Fig. 1: run 1, met2 routing
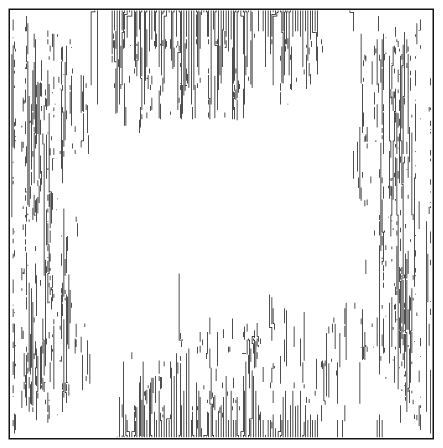
Fig. 2: run 1, cells by drive strength
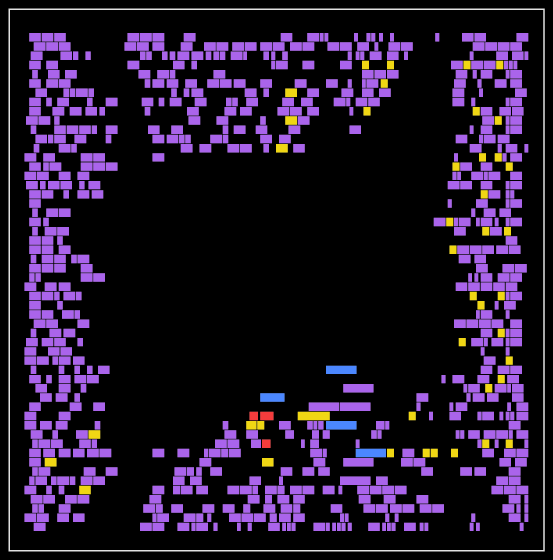
Fig. 3: run 1, congestion heat map
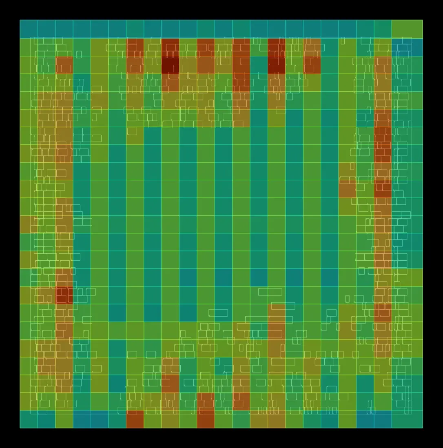
[src/rtl/riscv32b_bus_pkg.sv]
// riscv32b_bus_pkg: shared bus types for the data-memory arbiter.
package riscv32b_bus_pkg;
    localparam int RGN_RAM = 0;
    localparam int RGN_PER = 1;
    typedef enum logic {M0 = 1'b0, M1 = 1'b1} mst_t;
    typedef enum logic [1:0] {SRC_RAM = 2'd0, SRC_PER = 2'd1, SRC_ERR = 2'd2} src_t;
endpackage

[src/rtl/bus_rr_arb2.sv]
// bus_rr_arb2: two-way round-robin arbiter with M1 bus lock.
module bus_rr_arb2
    import riscv32b_bus_pkg::*;
(
    input  logic clk,
    input  logic rstn,
    input  logic req0,
    input  logic req1,
    input  logic lock,
    output logic gnt0,
    output logic gnt1,
    output mst_t rr_last
);
    mst_t rr_last_q, rr_last_d;
    logic elig0;
    always_comb begin
        // grants are masked during reset so nothing reaches the memories
        elig0     = rstn & req0 & ~(lock & (rr_last_q == M1));
        gnt0      = elig0 & (~req1 | (rr_last_q == M1));
        gnt1      = rstn & req1 & ~gnt0;
        rr_last_d = gnt0 ? M0 : gnt1 ? M1 : rr_last_q;
    end
    always_ff @(posedge clk or negedge rstn) begin
        if (!rstn) rr_last_q <= M1;
        else       rr_last_q <= rr_last_d;
    end
    assign rr_last = rr_last_q;
endmodule

[src/rtl/dmem_bus_arbiter.sv]
// dmem_bus_arbiter: shares data RAM and peripheral window between CPU (M0) and loader (M1).
module dmem_bus_arbiter
    import riscv32b_bus_pkg::*;
#(
    parameter int AW      = 32,
    parameter int DW      = 32,
    parameter int RGN_LSB = 10
) (
    input  logic          clk,
    input  logic          rstn,
    input  logic          m0_req,
    input  logic          m0_wr,
    input  logic [AW-1:0] m0_addr,
    input  logic [DW-1:0] m0_wdata,
    output logic          m0_gnt,
    output logic          m0_rvalid,
    output logic [DW-1:0] m0_rdata,
    output logic          m0_err,
    input  logic          m1_req,
    input  logic          m1_wr,
    input  logic [AW-1:0] m1_addr,
    input  logic [DW-1:0] m1_wdata,
    input  logic          m1_lock,
    output logic          m1_gnt,
    output logic          m1_rvalid,
    output logic [DW-1:0] m1_rdata,
    output logic          m1_err,
    output logic          ram_en,
    output logic          ram_wr,
    output logic [AW-1:0] ram_addr,
    output logic [DW-1:0] ram_wdata,
    input  logic [DW-1:0] ram_rdata,
    output logic          per_en,
    output logic          per_wr,
    output logic [AW-1:0] per_addr,
    output logic [DW-1:0] per_wdata,
    input  logic [DW-1:0] per_rdata
);
    localparam int RW = AW - RGN_LSB;

    mst_t          rr_last;
    logic          any_gnt, wr, hit_ram, hit_per;
    logic [AW-1:0] addr;
    logic [DW-1:0] wdata, rsp_data;
    logic [RW-1:0] rgn;
    logic          rsp_q, rsp_d, rd_q, rd_d;
    mst_t          owner_q, owner_d;
    src_t          src_q, src_d;

    bus_rr_arb2 u_arb (
        .clk     (clk),
        .rstn    (rstn),
        .req0    (m0_req),
        .req1    (m1_req),
        .lock    (m1_lock),
        .gnt0    (m0_gnt),
        .gnt1    (m1_gnt),
        .rr_last (rr_last)
    );

    always_comb begin
        any_gnt   = m0_gnt | m1_gnt;
        addr      = m1_gnt ? m1_addr : m0_addr;
        wr        = m1_gnt ? m1_wr : m0_wr;
        wdata     = m1_gnt ? m1_wdata : m0_wdata;
        rgn       = addr[AW-1:RGN_LSB];
        hit_ram   = rgn == RW'(RGN_RAM);
        hit_per   = rgn == RW'(RGN_PER);
        ram_en    = any_gnt & hit_ram;
        ram_wr    = ram_en & wr;
        ram_addr  = ram_en ? addr : '0;
        ram_wdata = ram_en ? wdata : '0;
        per_en    = any_gnt & hit_per;
        per_wr    = per_en & wr;
        per_addr  = per_en ? addr : '0;
        per_wdata = per_en ? wdata : '0;
        // a response is owed for every read and for any unmapped access
        rsp_d     = any_gnt & (~wr | ~(hit_ram | hit_per));
        rd_d      = ~wr;
        owner_d   = m1_gnt ? M1 : M0;
        src_d     = hit_ram ? SRC_RAM : hit_per ? SRC_PER : SRC_ERR;
        rsp_data  = (src_q == SRC_RAM) ? ram_rdata : (src_q == SRC_PER) ? per_rdata : '0;
        m0_rvalid = rsp_q & rd_q & (owner_q == M0);
        m1_rvalid = rsp_q & rd_q & (owner_q == M1);
        m0_err    = rsp_q & (src_q == SRC_ERR) & (owner_q == M0);
        m1_err    = rsp_q & (src_q == SRC_ERR) & (owner_q == M1);
        m0_rdata  = m0_rvalid ? rsp_data : '0;
        m1_rdata  = m1_rvalid ? rsp_data : '0;
    end

    always_ff @(posedge clk or negedge rstn) begin
        if (!rstn) begin
            rsp_q   <= 1'b0;
            rd_q    <= 1'b0;
            owner_q <= M0;
            src_q   <= SRC_RAM;
        end else begin
            rsp_q   <= rsp_d;
            rd_q    <= rd_d;
            owner_q <= owner_d;
            src_q   <= src_d;
        end
    end
endmodule

[config.mk]
export PLATFORM = sky130hd
export DESIGN_NAME = dmem_bus_arbiter
export DESIGN_NICKNAME = d
export VERILOG_FILES = /design/src/rtl/riscv32b_bus_pkg.sv /design/src/rtl/bus_rr_arb2.sv /design/src/rtl/dmem_bus_arbiter.sv
export SDC_FILE = /design/constraint.sdc
export NUM_CORES = 1
export LEC_CHECK = 0
export CORE_AREA = 4 4 153 155
export CTS_CLUSTER_SIZE = 25
export DETAILED_ROUTE_END_ITERATION = 16
export DIE_AREA = 0 0 157 159
export GPL_TIMING_DRIVEN = 1
export PLACE_DENSITY_LB_ADDON = 0.2
export RECOVER_POWER = 50
export SETUP_SLACK_MARGIN = 0.02
export SYNTH_ARGS = -nofsm -noshare
export SYNTH_HDL_FRONTEND = slang
export SYNTH_SLANG_ARGS = --single-unit
[constraint.sdc]
create_clock -name clk -period 5.7 [get_ports clk]
set_input_delay 0.855 -clock clk [delete_from_list [all_inputs] [get_ports clk]]
set_output_delay 0.855 -clock clk [all_outputs]
set_load 0.01 [all_outputs]
==> notes.md, run 1 <==
yosys + openroad results -> status=finished, violations left, failing checks=max-capacitance violations, max-slew violations, synth warn=0, Top cells by area=mux2i_1, nor3_1, buf_4, htree depth=1, GR Util met2=a little over a fifth, gr ovfl total=0, worst-margin pin slew=~1800 ps, total core area=approximately 0.022 mm2, Setup crit end kind=output port, flip-flops with a built-in enable=0, Die Size=between 0.02 and 0.025 mm2, pre-CTS setup slack=slightly above 1000 ps, startpoint types=input pin, Ant. Diodes=0, post-DR vias/cell=roughly 3.9, post_cts resized=0, fin crit period=4800 ps, Top-area cell share=between 20% and 30%, share of layout cells above drive strength 1=around 6.9%, fin. max-slew vios=~100, Critical Path Fanout Max=45, Arr. time, crit path=3940 ps, P_leak=approximately 0.0024 uW, clk_lat worst skew=roughly 230 ps, DIE WIDTH=157 um, Remaining DRCs=0, CP top delay family=buffers and inverters, Worst Path Required=4850 ps, largest area contributor in the netlist=mux2i_1, largest net degree at the start of global routing=92, CP max stage cell=dlygate4sd3_1, Routed WL per cell=15.4 um, First-pass DRT Iterations=4, antenna-violating nets left=0, root buf cell=clkbuf_16, dominant logic cell type in the layout=clkdlybuf4s50_1, routability cong.=0.746, Hold Violations, Final=0, Area after DPL=roughly 0.0062 mm2, Min Hold Slack=533 ps, Synth top cell by count=nor3_1, worst clock skew=3.25 ps, top cells by count, synth=nor3_1, mux2i_1, nor2_1, Sink Count=6, flops & latches, synth=6, cell count in the Yosys report=385, global-route met3 utilization=under 10%, Initial Util=between 10% and 20%, DR vias=between 3000 and 4000, OpenROAD warnings=26, Synth Instances=a little under 400, Worst Slack Setup Final=901 ps, Netlist cell types=30, Bufs and invs on worst path=2, Longest Clk Path Bufs=2, Seq/Total Area, Yosys=about 5.7%, fin crit share=a little over four fifths, clock slew at reported path FFs=30 ps, IO Port Bufs=357, # placed instances=989, Crit Path Category=input pin to output port, Nets=913, Max-Cap Viols=3, CTS Buf Count=3, CP max stage delay=~770 ps, Syn Area/Cell=about 6.8 um2, TNS Setup=0 ps, chip area line of the yosys report=0.00263 mm2, initial antenna violation count=0, mapped cell area=between 0.002 and 0.003 mm2, CTS tree=built, setup bufs post-CTS=0, commonest non-fill, non-tap cells in the layout=clkdlybuf4s50_1, nor3_1, mux2i_1, Slew headroom=-22.7%, PD cells=approximately 65 mW/mm2, Final Setup Violations=0, HPWL Detailed=roughly 13000 um, synthesis-to-finish area growth=138%, top_reg_cell synth=dfrtp_1, site row count=approximately 54, Ports=between 400 and 500, vias in the first global route=~4100, Non-Filler Instances=between 900 and 1000, Hold Path Class=register to register, post-route cell area=between 0.006 and 0.007 mm2, worst-path cell chain=dlygate4sd3_1 > o211ai_1 > mux2i_1 > or2_2 > nor3_1 > clkdlybuf4s50_1
Back to the opening pictures, Fig. 1:
nets with wire on the layer = 779
longest straight run = 70.5 um
share of all routed wire = 50%
wire length on this layer = 7690 um

Back to the opening pictures, Fig. 2:
x2 -> yellow  # cells 42, share 5.9%
x3 and x4 -> red  # cells 3, share 0.42%
x1 and smaller -> purple  # cells 664, share 93%
x6 and larger -> blue  # cells 4, share 0.56%

Back to the opening pictures, Fig. 3:
met1 GRT Util: 11.5%
final core utilization: 28.7%
Most Crowded Layer GR: met2
gr usage total: 11.0%

-- run 1: where the power goes --
part	switching [uW]	internal, uW
Sequential	2.49	46.8
Combinational	90.5	149
Clock	24.4	92.9
Total	117	288
-- run 1: routing by layer --
metal | vias up | part of all wire, %
li1 | 1903 | -
met1 | 1684 | 35
met4 | 0 | 1.4
met3 | 12 | 13
met2 | 254 | 50
met5 | - | 0
-- run 1: worst paths after layout --
kind,slack (ps),cells past startpoint,from,to
setup reg to reg,3110,5,u_arb.rr_last,rsp_q
max in group asynchronous,4400,1,rstn,u_arb.rr_last
min in group asynchronous,990,1,rstn,src_q[0]
setup / recovery,900,6,rstn,per_addr[0]
hold / removal,530,2,u_arb.rr_last,u_arb.rr_last
hold reg to reg,530,2,u_arb.rr_last,u_arb.rr_last
-- run 1: cell type report --
| cell class | instances | area (um2) |
|---|---|---|
| repair buffers | 362 | 3620 |
| well taps | 280 | 350 |
| fillers | 2418 | 15600 |
| inverters | 3 | 11.3 |
| flip-flops and latches | 6 | 151 |
| multi-input cells | 338 | 2060 |
| clock buffers | 4 | 78.8 |
-- run 1: worst register-to-register path, delay by kind of cell (launching register included) --
| family | cells | cell delay [ps] |
|---|---|---|
| mux | 1 | 600 |
| simple gates | 1 | 60 |
| compound gates | 2 | 650 |
| buf+inv | 1 | 670 |
| flops | 1 | 540 |
-- run 1: cell families (layout without fill, tap and decap cells) --
group	count (synthesis)	after routing	share of synthesized area, %
and+or+nand+nor	213	213	41.5
other	1	43	0.142
muxes	76	76	28.9
DFF	6	6	5.75
buffers and inverters	83	369	21.9
AOI/OAI and AO/OA	6	6	1.85
-- run 1: state kept, by name, indices dropped and copies added, names as in the netlist --
name           cells
src_q              2
u_arb.rr_last      1
rd_q               1
owner_q            1
rsp_q              1
Fig. 4: run 1, the metal 1 layer
Cells faint in the background.
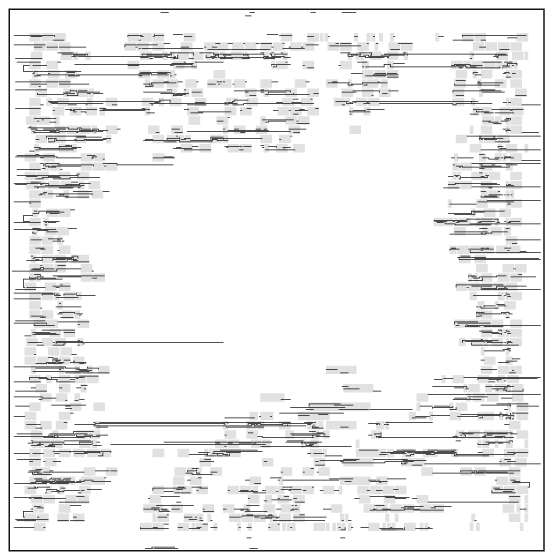

## Run 2: what changed since run 1
--- a/config.mk
+++ b/config.mk
@@ -5,10 +5,10 @@
 export SDC_FILE = /design/constraint.sdc
 export NUM_CORES = 1
 export LEC_CHECK = 0
-export CORE_AREA = 4 4 153 155
+export CORE_AREA = 4 4 152 154
 export CTS_CLUSTER_SIZE = 25
 export DETAILED_ROUTE_END_ITERATION = 16
-export DIE_AREA = 0 0 157 159
+export DIE_AREA = 0 0 156 158
 export GPL_TIMING_DRIVEN = 1
 export PLACE_DENSITY_LB_ADDON = 0.2
 export RECOVER_POWER = 50
==> constraint.sdc (replaced) <==
create_clock -name clk -period 4.15 [get_ports clk]
set_input_delay 0.6225 -clock clk [delete_from_list [all_inputs] [get_ports clk]]
set_output_delay 0.6225 -clock clk [all_outputs]
set_load 0.01 [all_outputs]
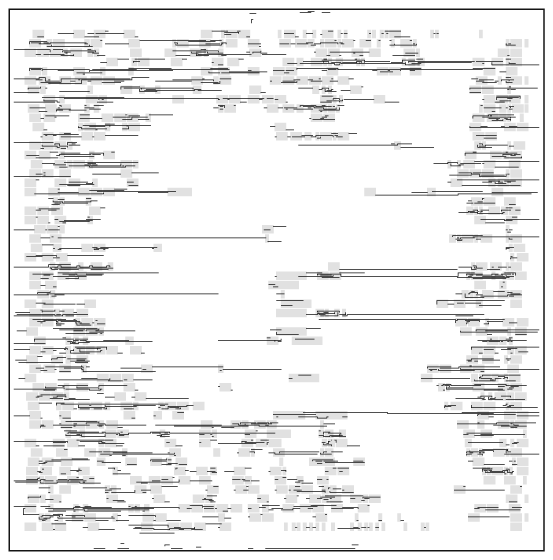
Fig. 5. The metal 1 layer (run 2).
Cells faint in the background.
main direction = horizontal
share of all routed wire = 34%
longest straight run = 60.9 um
nets with wire on the layer = 753

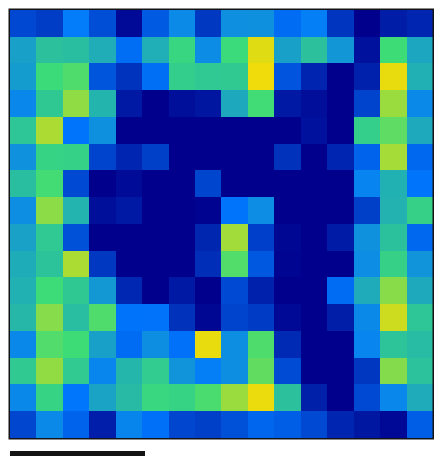
Fig. 6. Local utilization (run 2).
The bar under the picture is 50 um long. The die is cut into 16 by 16 equal tiles; dark blue is low, red is high, 0 to 100% covered.
emptiest ninth of the die = center
nearly empty tiles = 22%
fullest tile = 73%
densest ninth of the die = lower left
mean over tiles = 24%

==> notes.md, run 2 <==
yosys + openroad results -> status=finished, violations left (unchanged), failing checks=max-capacitance violations, max-slew violations (unchanged), DR vias=3858 (was 3853), largest net degree at the start of global routing=45 (was 92), Min-Delay Path Depth=2 (unchanged), DIE WIDTH=156 um (was 157 um), synthesis-to-finish area growth=142% (was 138%), Min Hold Slack=528 ps (was 533 ps), CTS tree=built (unchanged), fin crit share=about 94%, Syn Area/Cell=6.84 um2 (unchanged), Synth Instances=385 (unchanged), synth warn=0 (unchanged), top_reg_cell synth=dfrtp_1 (unchanged), Arr. time, crit path=3280 ps (was 3940 ps), Longest Clk Path Bufs=2 (unchanged), Initial Util=12.1% (about the same), flip-flops with a built-in enable=0 (unchanged), Setup crit end kind=output port (unchanged), fin crit period=3900 ps, # placed instances=999 (was 989), gr ovfl total=0 (unchanged), TNS Setup=0 ps (unchanged), Nets=923 (was 913), gr usage total=12.0% (was 11.0%), top cells by count, synth=nor3_1, mux2i_1, nor2_1 (unchanged), dominant logic cell type in the layout=clkdlybuf4s50_1 (unchanged), site row count=54 (unchanged), Sink Count=6 (unchanged), vias in the first global route=3990 (was 4127), P_leak=0.00249 uW (was 0.00244 uW), Max-Cap Viols=2 (was 3), flops & latches, synth=6 (unchanged), worst clock skew=0.121 ps (was 3.25 ps), Remaining DRCs=0 (unchanged), max FFs per register=2 (unchanged), fin. max-slew vios=68 (was 103)
==> run 2: cell counts after synthesis <==
Identical to the previous run, type by type.
==> run 2: path summary, 6_finish.rpt <==
path                          startpoint            end  slack, ps
max                                 rstn   per_wdata[5]        250
min                        u_arb.rr_last  u_arb.rr_last        530
max reg2reg                u_arb.rr_last          rsp_q       2130
min reg2reg                u_arb.rr_last  u_arb.rr_last        530
max in group asynchronous           rstn  u_arb.rr_last       3080
min in group asynchronous           rstn       src_q[0]        860
==> run 2: final cells by class <==
class / count / area, um2
Timing Repair Buffer: 372 / 3700
Multi-Input combinational cell: 338 / 2070
Tap cell: 280 / 350
Fill cell: 2363 / 15300
Clock buffer: 4 / 78.8
Sequential cell: 6 / 153
Inverter: 3 / 11.3
==> run 2: layer usage <==
layer  track usage, %  vias up  wire, um
met4             2.58        0       248
li1                 -     1919         -
met5                0        -         0
met2             23.0      235      8640
met1             12.3     1694      5590
met3             4.95       10      2050
==> run 2: logic make-up (layout without fill, tap and decap cells) <==
group	count (synthesis)	after routing	synth area share [%]
other	1	43	0.142
DFF	6	6	5.75
buffers and inverters	83	379	21.9
and+or+nand+nor	213	213	41.5
AOI/OAI and AO/OA	6	6	1.85
muxes	76	76	28.9
==> run 2: stage by stage <==
stage               area (um2)  util (%)
CTS                       6380      29.4
global placement          6300      29.0
global route              6370      29.4
finish                    6370      29.4
floorplan                 2790         -
detailed placement        6300      29.0
==> run 2: power breakdown <==
part	internal [uW]	total (uW)	switching, uW	leakage, uW
combinational	209	340	130	0.00238
sequential	64.2	67.6	3.35	0.0000687
clock	127	160	32.8	0.0000382
==> run 2: worst max-delay path: stages <==
cell and delay [ps]:
dlygate4sd3_1 600, o211ai_4 130, and4b_1 240, nor2_4 750, buf_4 320, nor3_1 70
clkdlybuf4s50_1 520
Fig. 7: run 2, cells by drive strength
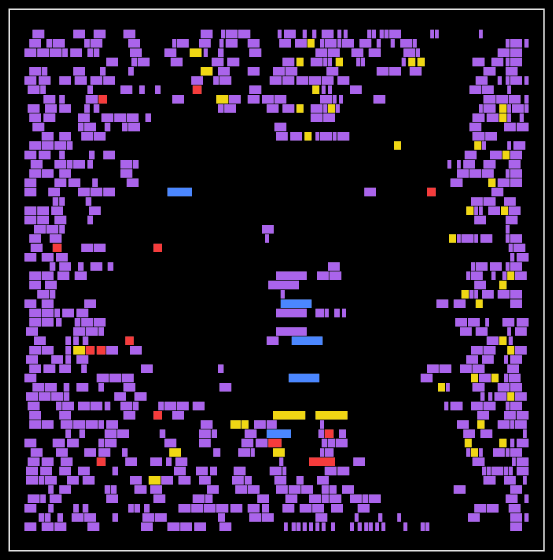

## Run 3: what changed since run 2
--- a/config.mk
+++ b/config.mk
@@ -5,10 +5,10 @@
 export SDC_FILE = /design/constraint.sdc
 export NUM_CORES = 1
 export LEC_CHECK = 0
-export CORE_AREA = 4 4 152 154
+export CORE_AREA = 2 2 156 158
 export CTS_CLUSTER_SIZE = 25
 export DETAILED_ROUTE_END_ITERATION = 16
-export DIE_AREA = 0 0 156 158
+export DIE_AREA = 0 0 158 160
 export GPL_TIMING_DRIVEN = 1
 export PLACE_DENSITY_LB_ADDON = 0.2
 export RECOVER_POWER = 50
==> constraint.sdc (replaced) <==
create_clock -name clk -period 4.5 [get_ports clk]
set_input_delay 0.675 -clock clk [delete_from_list [all_inputs] [get_ports clk]]
set_output_delay 0.675 -clock clk [all_outputs]
set_load 0.01 [all_outputs]
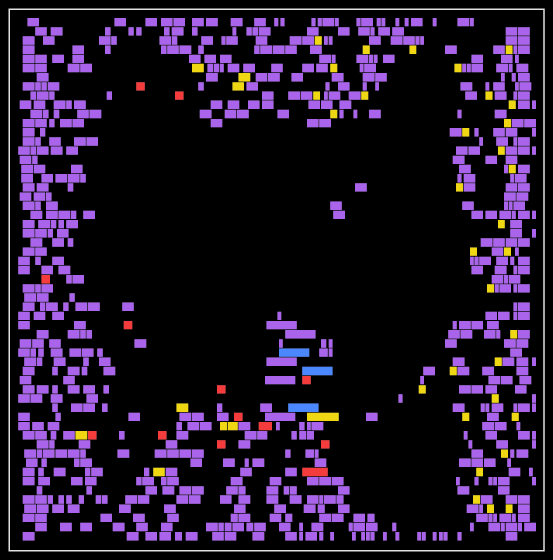
Fig. 8. Cells by drive strength (run 3).
x1 and smaller -> purple  # cells 665, share 92%
x2 -> yellow  # cells 41, share 5.7%
x6 and larger -> blue  # cells 3, share 0.42%
x3 and x4 -> red  # cells 13, share 1.8%

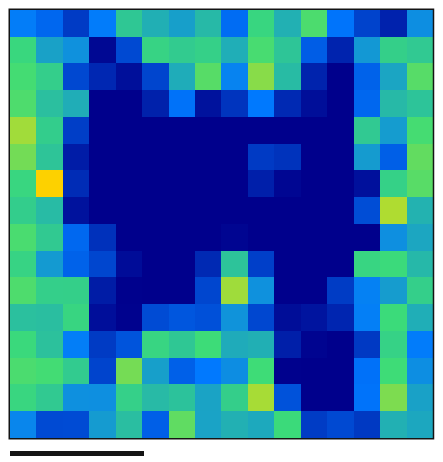
Fig. 9. Local utilization (run 3).
The bar under the picture is 50 um long. The die is cut into 16 by 16 equal tiles; dark blue is low, red is high, 0 to 100% covered.
nearly empty tiles = 27%
tiles over 75% full = 0.40%
fullest tile = 76%

==> notes.md, run 3 <==
yosys + openroad results -> status=finished, violations left (unchanged), failing checks=max-capacitance violations, max-slew violations (unchanged), reg2reg end=rsp_q (unchanged), Hold Violations, Final=0 (unchanged), vias in the first global route=3901 (was 3990), gr usage total=10.9% (was 12.0%), post_cts resized=0 (unchanged), fin. max-slew vios=103 (was 68), CTS tree=built (unchanged), Max-Cap Viols=3 (was 2), fin crit share=~91%, r2r setup slk=2430 ps (was 2130 ps), # placed instances=1042 (was 999), Non-Filler Instances=1046 (was 1003), XOR/XNOR Area Share=0% (unchanged), global-route met3 utilization=3.50% (was 4.95%), Routed WL per cell=14.4 um (was 16.5 um), cell-internal power=369 uW (was 401 uW), flip-flops with a built-in enable=0 (unchanged), Ant. Diodes=0 (unchanged), initial antenna violation count=0 (unchanged), Seq/Total Area, Yosys=5.75% (unchanged), Initial Util=11.1% (was 12.1%), htree depth=1 (unchanged), met1 GRT Util=11.1% (was 12.3%), First-pass DRT Iterations=4 (unchanged), Syn Area/Cell=6.84 um2 (unchanged), Worst Path Required=3830 ps (was 3530 ps), gr ovfl total=0 (unchanged), top_reg_cell synth=dfrtp_1 (unchanged), top cells by count, synth=nor3_1, mux2i_1, nor2_1 (unchanged), final core utilization=26.8% (was 29.4%), Setup crit end kind=output port (unchanged), Top-area cell share=28.9% (unchanged), flops & latches, synth=6 (unchanged), site row count=57 (was 54), Synth top cell by count=nor3_1 (unchanged), Nets=922 (was 923), dominant logic cell type in the layout=clkdlybuf4s50_1 (unchanged), IO Port Bufs=357 (unchanged), DR vias=3815 (was 3858), Sink Count=6 (unchanged), M1 wire length=5350 um (was 5590 um), Top non-seq family=simple AND/OR/NAND/NOR gates (unchanged), crit path from=m1_addr[11] (was rstn), Min Hold Slack=533 ps (was 528 ps), Hold Path Class=register to register (unchanged), FF-to-FF Start=u_arb.rr_last (unchanged), largest net degree at the start of global routing=45 (unchanged), met2 WL=7900 um (was 8640 um), CTS Buf Count=3 (unchanged), Longest Clk Path Bufs=2 (unchanged), Synth Area in Simple Gates=41.5% (unchanged), setup bufs post-CTS=0 (unchanged), sw frac=29.0% (was 29.3%), Remaining DRCs=0 (unchanged)
==> run 3: cell count changes in the layout (fill, tap and decap cells not counted), sizes merged <==
| cell | previous run | this run |
|---|---|---|
| clkdlybuf4s50 | 285 | 286 |
| dlygate4sd3 | 72 | 71 |
| buf | 13 | 11 |
| clkbuf | 6 | 7 |
==> run 3: worst max-delay path, stage by stage <==
cell and delay [ps]:
clkdlybuf4s50_1 390, nor4_1 390, nand4_1 160, nor3_1 410
nor2_4 260, buf_4 290, nor3_1 230, clkdlybuf4s50_1 590
==> run 3: how the worst min path moves through the flow <==
| stage | endpoint | slack (ps) | depth (start not counted) |
|---|---|---|---|
| 3_3_place_gp | u_arb.rr_last | 550 | 2 |
| 6_report | u_arb.rr_last | 530 | 2 |
| 5_1_grt | u_arb.rr_last | 570 | 2 |
| 2_1_floorplan | owner_q | 380 | 0 |
| 3_5_place_dp | u_arb.rr_last | 530 | 2 |
| 4_1_cts | u_arb.rr_last | 530 | 2 |
==> run 3: area by class of cell <==
type | instances | area (um2) | area share, %
Timing Repair Buffer | 371 | 3670 | 57.4
Multi-Input combinational cell | 338 | 2070 | 32.4
Tap cell | 324 | 405 | 6.35
Sequential cell | 6 | 151 | 2.37
Clock buffer | 4 | 78.8 | 1.23
Inverter | 3 | 11.3 | 0.176
==> run 3: power by group through the flow <==
stage               Sequential (uW)  Clock, uW  Combinational, uW
global route                   63.7        154                338
floorplan                      61.9          0                133
CTS                            63.0        149                317
finish                         62.8        147                310
global placement               63.6          0                316
detailed placement             63.3          0                316
==> run 3: logic make-up after synthesis <==
family / Yosys count
compound gates: 6
buf+inv: 83
flops: 6
mux: 76
other cells: 1
simple gates: 213
Power is estimated from default activity; no workload was simulated.
